**src/rtl/flight_pkg.sv**
```systemverilog
// Purpose: shared flight-model widths and the update-scheduler FSM state encoding.
// Latency: n/a (types and constants only).
// Backpressure: n/a.
package flight_pkg;

    // Coordinate and angle widths shared with plane_state.
    localparam int unsigned COORD_WIDTH = 32;
    localparam int unsigned ANGLE_WIDTH = 16;

    typedef enum logic [1:0] {
        ST_IDLE      = 2'd0,
        ST_RUN       = 2'd1,
        ST_VEL_START = 2'd2,
        ST_VEL_WAIT  = 2'd3
    } sched_state_e;

endpackage

```
**src/rtl/update_tick_gen.sv**
```systemverilog
// Purpose: free-running divider that emits a one-cycle tick every DIV enabled cycles.
// Latency: tick is combinational from the count register, asserted while the count sits at DIV-1.
// Backpressure: none; the count is held at 0 while enable is low.
// Ports: clk, reset_n (async active-low), enable (level), tick (one-cycle pulse).
module update_tick_gen #(
    parameter int unsigned DIV = 100
) (
    input  logic clk,
    input  logic reset_n,
    input  logic enable,
    output logic tick
);

    localparam int unsigned CW = (DIV > 1) ? $clog2(DIV) : 1;
    localparam logic [CW-1:0] TERM = CW'(DIV - 1);

    logic [CW-1:0] cnt_q;
    logic [CW-1:0] cnt_d;

    always_comb begin
        cnt_d = cnt_q;
        if (!enable) begin
            cnt_d = '0;
        end else if (cnt_q == TERM) begin
            cnt_d = '0;
        end else begin
            cnt_d = cnt_q + 1'b1;
        end
    end

    always_ff @(posedge clk or negedge reset_n) begin
        if (!reset_n) begin
            cnt_q <= '0;
        end else begin
            cnt_q <= cnt_d;
        end
    end

    assign tick = enable && (cnt_q == TERM);

endmodule

```
**src/rtl/plane_update_scheduler.sv**
```systemverilog
// Purpose: sequences one plane_state update per frame tick, serving input/velocity requests.
// Latency: tick->update_enable 1 cycle; request->ready 1 cycle; vel_done->velocities_ready 1 cycle.
// Backpressure: requests are levels held until ready; ticks arriving mid-frame are dropped and counted.
// Ports: clk/reset_n; enable; pilot *_cmd in; ps_* handshake with plane_state; vel_* handshake
//        with the velocity engine; busy, timeout_flag, overrun_count, frame_count status.
module plane_update_scheduler
    import flight_pkg::*;
#(
    parameter int unsigned CLK_HZ         = 50_000_000,
    parameter int unsigned UPDATE_HZ      = 60,
    parameter int unsigned TIMEOUT_CYCLES = 1_000_000,
    parameter int unsigned COORD_WIDTH    = flight_pkg::COORD_WIDTH,
    parameter int unsigned ANGLE_WIDTH    = flight_pkg::ANGLE_WIDTH
) (
    input  logic                          clk,
    input  logic                          reset_n,
    input  logic                          enable,
    input  logic signed [ANGLE_WIDTH-1:0] pitch_cmd,
    input  logic signed [ANGLE_WIDTH-1:0] roll_cmd,
    input  logic [7:0]                    throttle_cmd,
    output logic                          ps_update_enable,
    input  logic                          ps_update_done,
    input  logic                          ps_request_input,
    output logic                          ps_input_ready,
    output logic signed [ANGLE_WIDTH-1:0] ps_pitch_change,
    output logic signed [ANGLE_WIDTH-1:0] ps_roll_change,
    output logic [7:0]                    ps_throttle,
    input  logic                          ps_request_velocities,
    output logic                          ps_velocities_ready,
    output logic signed [COORD_WIDTH-1:0] ps_v_x,
    output logic signed [COORD_WIDTH-1:0] ps_v_y,
    output logic signed [COORD_WIDTH-1:0] ps_v_z,
    output logic                          vel_start,
    input  logic                          vel_done,
    input  logic signed [COORD_WIDTH-1:0] vel_x,
    input  logic signed [COORD_WIDTH-1:0] vel_y,
    input  logic signed [COORD_WIDTH-1:0] vel_z,
    output logic                          busy,
    output logic                          timeout_flag,
    output logic [7:0]                    overrun_count,
    output logic [15:0]                   frame_count
);

    localparam int unsigned TICK_DIV = CLK_HZ / UPDATE_HZ;
    localparam int unsigned WDW = (TIMEOUT_CYCLES > 1) ? $clog2(TIMEOUT_CYCLES + 1) : 1;
    localparam logic [WDW-1:0] WD_LAST = WDW'(TIMEOUT_CYCLES - 1);

    logic tick;

    update_tick_gen #(.DIV(TICK_DIV)) u_tick (
        .clk     (clk),
        .reset_n (reset_n),
        .enable  (enable),
        .tick    (tick)
    );

    sched_state_e                   state_q, state_d;
    logic [WDW-1:0]                 wd_q, wd_d;
    logic                           timeout_q, timeout_d;
    logic [7:0]                     overrun_q, overrun_d;
    logic [15:0]                    frame_q, frame_d;
    logic                           in_rdy_q, in_rdy_d;
    logic                           vel_rdy_q, vel_rdy_d;
    logic                           in_guard_q, vel_guard_q;
    logic signed [ANGLE_WIDTH-1:0]  pitch_q, pitch_d, roll_q, roll_d;
    logic [7:0]                     thr_q, thr_d;
    logic signed [COORD_WIDTH-1:0]  vx_q, vx_d, vy_q, vy_d, vz_q, vz_d;
    logic                           in_req_ok, vel_req_ok;

    // A request is still held high in the ready cycle and may linger one more cycle
    // after it; both cycles are masked so it is never served twice.
    assign in_req_ok  = ps_request_input      && !in_rdy_q  && !in_guard_q;
    assign vel_req_ok = ps_request_velocities && !vel_rdy_q && !vel_guard_q;

    always_comb begin
        state_d          = state_q;
        wd_d             = wd_q;
        timeout_d        = timeout_q;
        overrun_d        = overrun_q;
        frame_d          = frame_q;
        in_rdy_d         = 1'b0;
        vel_rdy_d        = 1'b0;
        pitch_d          = pitch_q;
        roll_d           = roll_q;
        thr_d            = thr_q;
        vx_d             = vx_q;
        vy_d             = vy_q;
        vz_d             = vz_q;
        ps_update_enable = 1'b0;
        vel_start        = 1'b0;

        if (tick && (state_q != ST_IDLE) && (overrun_q != 8'hFF)) begin
            overrun_d = overrun_q + 8'd1;
        end

        case (state_q)
            ST_IDLE: begin
                if (tick) begin
                    state_d = ST_RUN;
                    wd_d    = '0;
                end
            end
            ST_RUN: begin
                ps_update_enable = 1'b1;
                if (ps_update_done) begin
                    state_d = ST_IDLE;
                    frame_d = frame_q + 16'd1;
                end else if (in_req_ok) begin
                    in_rdy_d = 1'b1;
                    pitch_d  = pitch_cmd;
                    roll_d   = roll_cmd;
                    thr_d    = throttle_cmd;
                end else if (!ps_request_input && vel_req_ok) begin
                    // Any input request still pending (even guarded) keeps input ahead of velocities.
                    state_d = ST_VEL_START;
                end
            end
            ST_VEL_START: begin
                // plane_state is still mid-update while the engine runs.
                ps_update_enable = 1'b1;
                vel_start        = 1'b1;
                state_d          = ST_VEL_WAIT;
            end
            ST_VEL_WAIT: begin
                ps_update_enable = 1'b1;
                if (vel_done) begin
                    vel_rdy_d = 1'b1;
                    vx_d      = vel_x;
                    vy_d      = vel_y;
                    vz_d      = vel_z;
                    state_d   = ST_RUN;
                end
            end
            default: state_d = ST_IDLE;
        endcase

        // Watchdog overrides everything in the final allowed cycle: abandon the frame,
        // suppress any ready pulse and leave the latched data untouched.
        if (state_q != ST_IDLE) begin
            if (wd_q == WD_LAST) begin
                state_d   = ST_IDLE;
                timeout_d = 1'b1;
                frame_d   = frame_q;
                in_rdy_d  = 1'b0;
                vel_rdy_d = 1'b0;
                pitch_d   = pitch_q;
                roll_d    = roll_q;
                thr_d     = thr_q;
                vx_d      = vx_q;
                vy_d      = vy_q;
                vz_d      = vz_q;
            end else begin
                wd_d = wd_q + 1'b1;
            end
        end
    end

    always_ff @(posedge clk or negedge reset_n) begin
        if (!reset_n) begin
            state_q     <= ST_IDLE;
            wd_q        <= '0;
            timeout_q   <= 1'b0;
            overrun_q   <= '0;
            frame_q     <= '0;
            in_rdy_q    <= 1'b0;
            vel_rdy_q   <= 1'b0;
            in_guard_q  <= 1'b0;
            vel_guard_q <= 1'b0;
            pitch_q     <= '0;
            roll_q      <= '0;
            thr_q       <= '0;
            vx_q        <= '0;
            vy_q        <= '0;
            vz_q        <= '0;
        end else begin
            state_q     <= state_d;
            wd_q        <= wd_d;
            timeout_q   <= timeout_d;
            overrun_q   <= overrun_d;
            frame_q     <= frame_d;
            in_rdy_q    <= in_rdy_d;
            vel_rdy_q   <= vel_rdy_d;
            in_guard_q  <= in_rdy_q;
            vel_guard_q <= vel_rdy_q;
            pitch_q     <= pitch_d;
            roll_q      <= roll_d;
            thr_q       <= thr_d;
            vx_q        <= vx_d;
            vy_q        <= vy_d;
            vz_q        <= vz_d;
        end
    end

    assign ps_input_ready      = in_rdy_q;
    assign ps_velocities_ready = vel_rdy_q;
    assign ps_pitch_change     = pitch_q;
    assign ps_roll_change      = roll_q;
    assign ps_throttle         = thr_q;
    assign ps_v_x              = vx_q;
    assign ps_v_y              = vy_q;
    assign ps_v_z              = vz_q;
    assign busy                = (state_q != ST_IDLE);
    assign timeout_flag        = timeout_q;
    assign overrun_count       = overrun_q;
    assign frame_count         = frame_q;

endmodule

```
**config.mk**
```make
export PLATFORM = sky130hd
export DESIGN_NAME = plane_update_scheduler
export DESIGN_NICKNAME = d
export VERILOG_FILES = /design/src/rtl/flight_pkg.sv /design/src/rtl/update_tick_gen.sv /design/src/rtl/plane_update_scheduler.sv
export SDC_FILE = /design/constraint.sdc
export NUM_CORES = 1
export LEC_CHECK = 0
export ABC_AREA = 0
export CAP_MARGIN = 25
export CORE_MARGIN = 2
export CORE_UTILIZATION = 50
export CTS_CLUSTER_SIZE = 10
export DETAILED_ROUTE_END_ITERATION = 16
export DONT_BUFFER_PORTS = 1
export HOLD_SLACK_MARGIN = 0.06
export SLEW_MARGIN = 20
export SYNTH_ARGS = -nofsm -noshare
export SYNTH_HDL_FRONTEND = slang
export SYNTH_SLANG_ARGS = --single-unit
```
**constraint.sdc**
```tcl
create_clock -name clk -period 4.23 [get_ports clk]
set_input_delay 0.846 -clock clk [delete_from_list [all_inputs] [get_ports clk]]
set_output_delay 0.846 -clock clk [all_outputs]
set_load 0.005 [all_outputs]
```
==> flow_metrics.tcl <==
# flow metrics
set metrics [dict create \
    setup_violations 0 \
    adder_share_pct 0.723 \
    pg_comb_mw 0.0524 \
    startpoint "wd_q[6]" \
    preCtsSetupSlack_ns 1.55 \
    xor_area_share_pct 4.45 \
    layout_min_cycle_time_ns 2.71 \
    die_h_um 136 \
    topCellsByArea "dfrtp_1 (60%), mux2_2 (18%), xnor2_1 (2.6%), nor2_1 (1.8%), xor2_1 (1.8%)" \
    p_seq_share_pct 52.4 \
    htreeDepth 1 \
    top_power_group "registers" \
    grt_usage_pct 20.4 \
    flop_cell "dfrtp_1" \
    worst-r2r-cell-count 6 \
    crit_path_cell_trace "nor4_1 > nand4_1 > nor2_2 > nor3b_4 > buf_4 > mux2_2" \
    critical_path_required_ns 4.60 \
    cts_tree "yes" \
    setup_tns_ns 0 \
    ant_nets 0 \
    drc 0 \
    clockBufferDepth 3 \
    hpwl_um 13400 \
    swShare_pct 19.8 \
    firstDrtPassIters 4 \
    worst-setup-path-type "reg2reg" \
    critPathMaxFanout 59 \
    antenna_found_initial 2 \
    grt_remaining_overflow 0 \
    via_per_inst 5.83 \
    yosysMostFrequentCell "dfrtp_1" \
    power_density_mw_per_mm2 398 \
    finalMaxSlewViolations 0 \
    postCtsSetupBuffers 0 \
    power.switching_mw 0.750 \
    p_leak_nw 4.59 \
    nets 810 \
    syn_avg_cell_area_um2 13.2 \
    rsz0062_at_grt "no" \
    r2r_start "wd_q[6]" \
    drv_cap 0 \
    numCtsBuffers 24 \
    synth.ff_latch_count 207 \
    yosys-top-cells-count "dfrtp_1 (207), mux2_2 (136), nor2_1 (42)" \
    slowest_stage "nor2_2" \
    ys.warnings.count 0 \
    internal_power_mw 3.05 \
    io_pins 309 \
    n_antenna_cell 2 \
    cts.reportedPaths.clkPinSlew_ns 0.05 \
    p_total_mw 3.80 \
    pwr-share-comb_pct 1.4 \
    irDropWorstVdd_uv 284 \
    wl_um 19300 \
    biggestCellCategory "flip-flops and latches" \
    vias 5191 \
    layout.area.comb_mm2 0.00329 \
    port-buffer-count 0 \
    min_path_type "in2async" \
    ys_seq_share_pct 59.8 \
    cp-endpoint "ps_v_y[0]" \
    nNonClkInverters 12 \
    relSlewSlack_pct 45.2 \
    r2r_end "ps_v_y[0]" \
    clock_cell_area_share_pct 6.75 \
    ys_cells 656 \
    grt_use_met2_pct 34.2 \
    n_fill_cell 1445 \
    ys_sh_aoi_pct 2.77 \
    cts_resized 0 \
    area_share_nonclk_buffers_pct 0.892 \
    async_flop_share_pct 100 \
    n_tap_cell 225 \
    drt_iter0_markers 227 \
    synth_top_area_share_pct 59.8 \
    use_met1_pct 25.5 \
    final_cell_mix "dfrtp_1 (207), mux2_2 (136), nor2_1 (42)" \
    comb_cells 411 \
    grt_max_degree 208 \
    tightest_slew_ns 0.819 \
    place_congestion 0.858 \
    ys_chip_area_mm2 0.00866 \
    final_cell_area_mm2 0.00953 \
    period_used_pct 64.1 \
    simple_gate_share_pct 11.9 \
    logic_family "multiplexers" \
    hold_violations 0 \
    busiest_layer "met2" \
    synth_top_cell_by_area "dfrtp_1" \
    die.size.x_um 136 \
    warning_count 30 \
    grt_pass1_wl_um 29500 \
    synth-edff-count 0 \
    signal_buffers 6 \
    syn_to_final_growth_pct 10.1 \
    setup_ws_ns 1.52 \
    flop-count 207 \
    fp_util_pct 50.6 \
    synthCells 656 \
    syn-num-nets 804 \
    ff2ff_setup_slack_ns 1.52 \
    endpoint_kind "flop" \
    start_kind "flop" \
    clockPowerShare_pct 46.3 \
    synth.distinct_cells 55 \
    status "complete, no violations" \
    placed_cell_area_mm2 0.00883 \
    cts_root_buffer "clkbuf_16" \
    final_layout_size_suffix_gt1_share_pct 28.7 \
    nClkBuffers 27 \
    numClockSinks 207 \
    max_freq_mhz 369 \
    ys_sh_mux_pct 18.1 \
    dieArea_mm2 0.0184 \
    grt_pass1_vias 5395 \
    netlist_area_mm2 0.00866 \
    worstPathArrival_ns 3.08 \
    slowest_delay_ns 0.61 \
]
-- critical path: cells and delay by family, from the launching register on --
kind | cells | cell delay, ns
buf+inv | 1 | 0.35
mux | 1 | 0.39
simple gates | 4 | 1.28
flops | 1 | 0.47
-- routing by layer --
metal | up-vias | routed length (um) | share of wire [%]
met5 | - | 0 | 0
met4 | 0 | 507 | 2.6
met3 | 35 | 1550 | 8.1
met2 | 218 | 9940 | 52
met1 | 2615 | 7250 | 38
li1 | 2323 | - | -
-- per-stage QoR --
step           instances  hold WS, ns
2_1_floorplan        656        0.389
3_3_place_gp         859        0.454
3_5_place_dp         859        0.459
4_1_cts              886       0.0275
5_1_grt              890        0.286
6_report             890        0.271
==> images/clock_map.png <==
The bar under the picture is 50 um long.
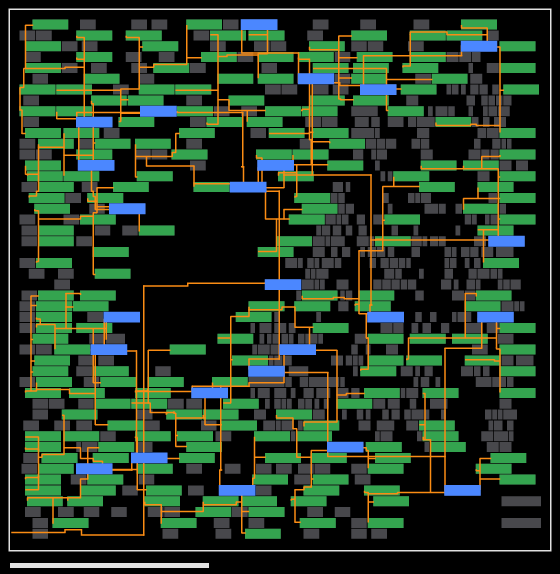
[cells driving clock nets] blue | count: 24
[clock wires] orange | length: 2410 um
[flip-flops] green | count: 207
routed clock nets: 25
Clk. pwr: 1.76 mW
Clock Latency Late Sink: 0.50 ns
Layout Skew: 0.0163 ns

==> images/gate_families.png <==
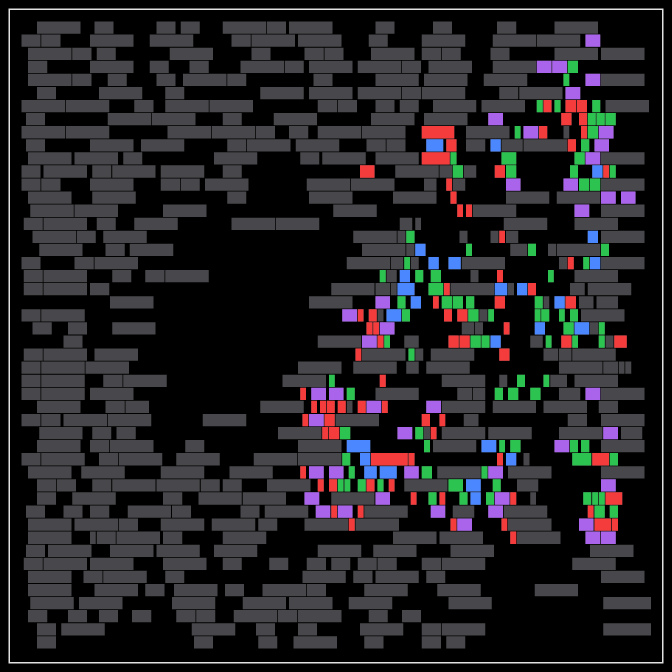
| family | colour | cells |
|---|---|---|
| XOR/XNOR gates | purple | 44 |
| NAND gates | green | 86 |
| AND and OR gates | blue | 26 |
| NOR gates | red | 77 |
non-filler cells, final: 890
fraction of area in multi-input gates: 34.6%
most frequent logic cell in the layout: dfrtp_1

==> images/final_congestion.png <==
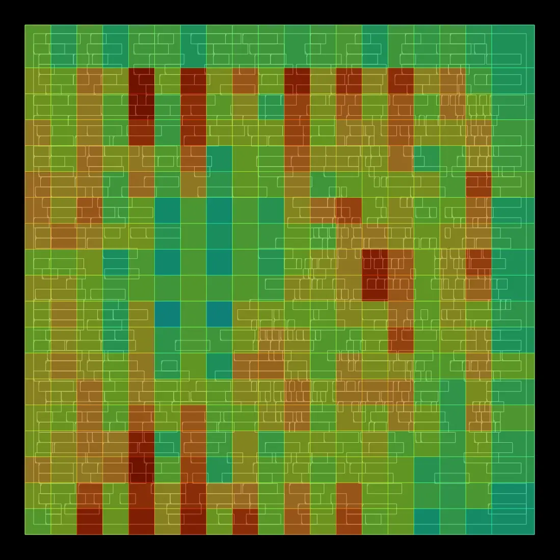
met3 Track Usage GR: 6.36%
post-DR wirelength/cell: 21.6 um
Final Core Density: 55.7%

==> images/cell_classes.png <==
The bar under the picture is 50 um long.
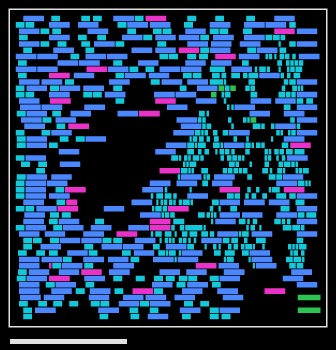
| class | colour | cells |
|---|---|---|
| flip-flops | blue | 207 |
| clock drivers and dummy loads | magenta | 27 |
| other buffers and delay cells | green | 6 |
| all other logic | cyan | 423 |
Site Rows: 48
Seq/total area: 54.3%
Core ar.: 0.0171 mm2

==> images/registers.png <==
The bar under the picture is 50 um long. Other sequential cells in the stronger grey, the rest of the logic in the fainter grey.
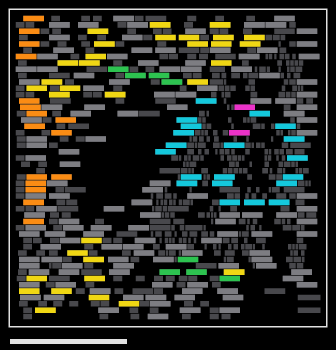
| netlist name | colour | placed flops |
|---|---|---|
| state_q | magenta | 2 |
| ps_throttle | green | 8 |
| wd_q | cyan | 20 |
| ps_v_y | yellow | 32 |
| ps_pitch_change | orange | 16 |
not coloured: 129
P_seq: 1.99 mW
register area: 0.00518 mm2

No activity file was given, so power comes from the tool's default toggle rates.
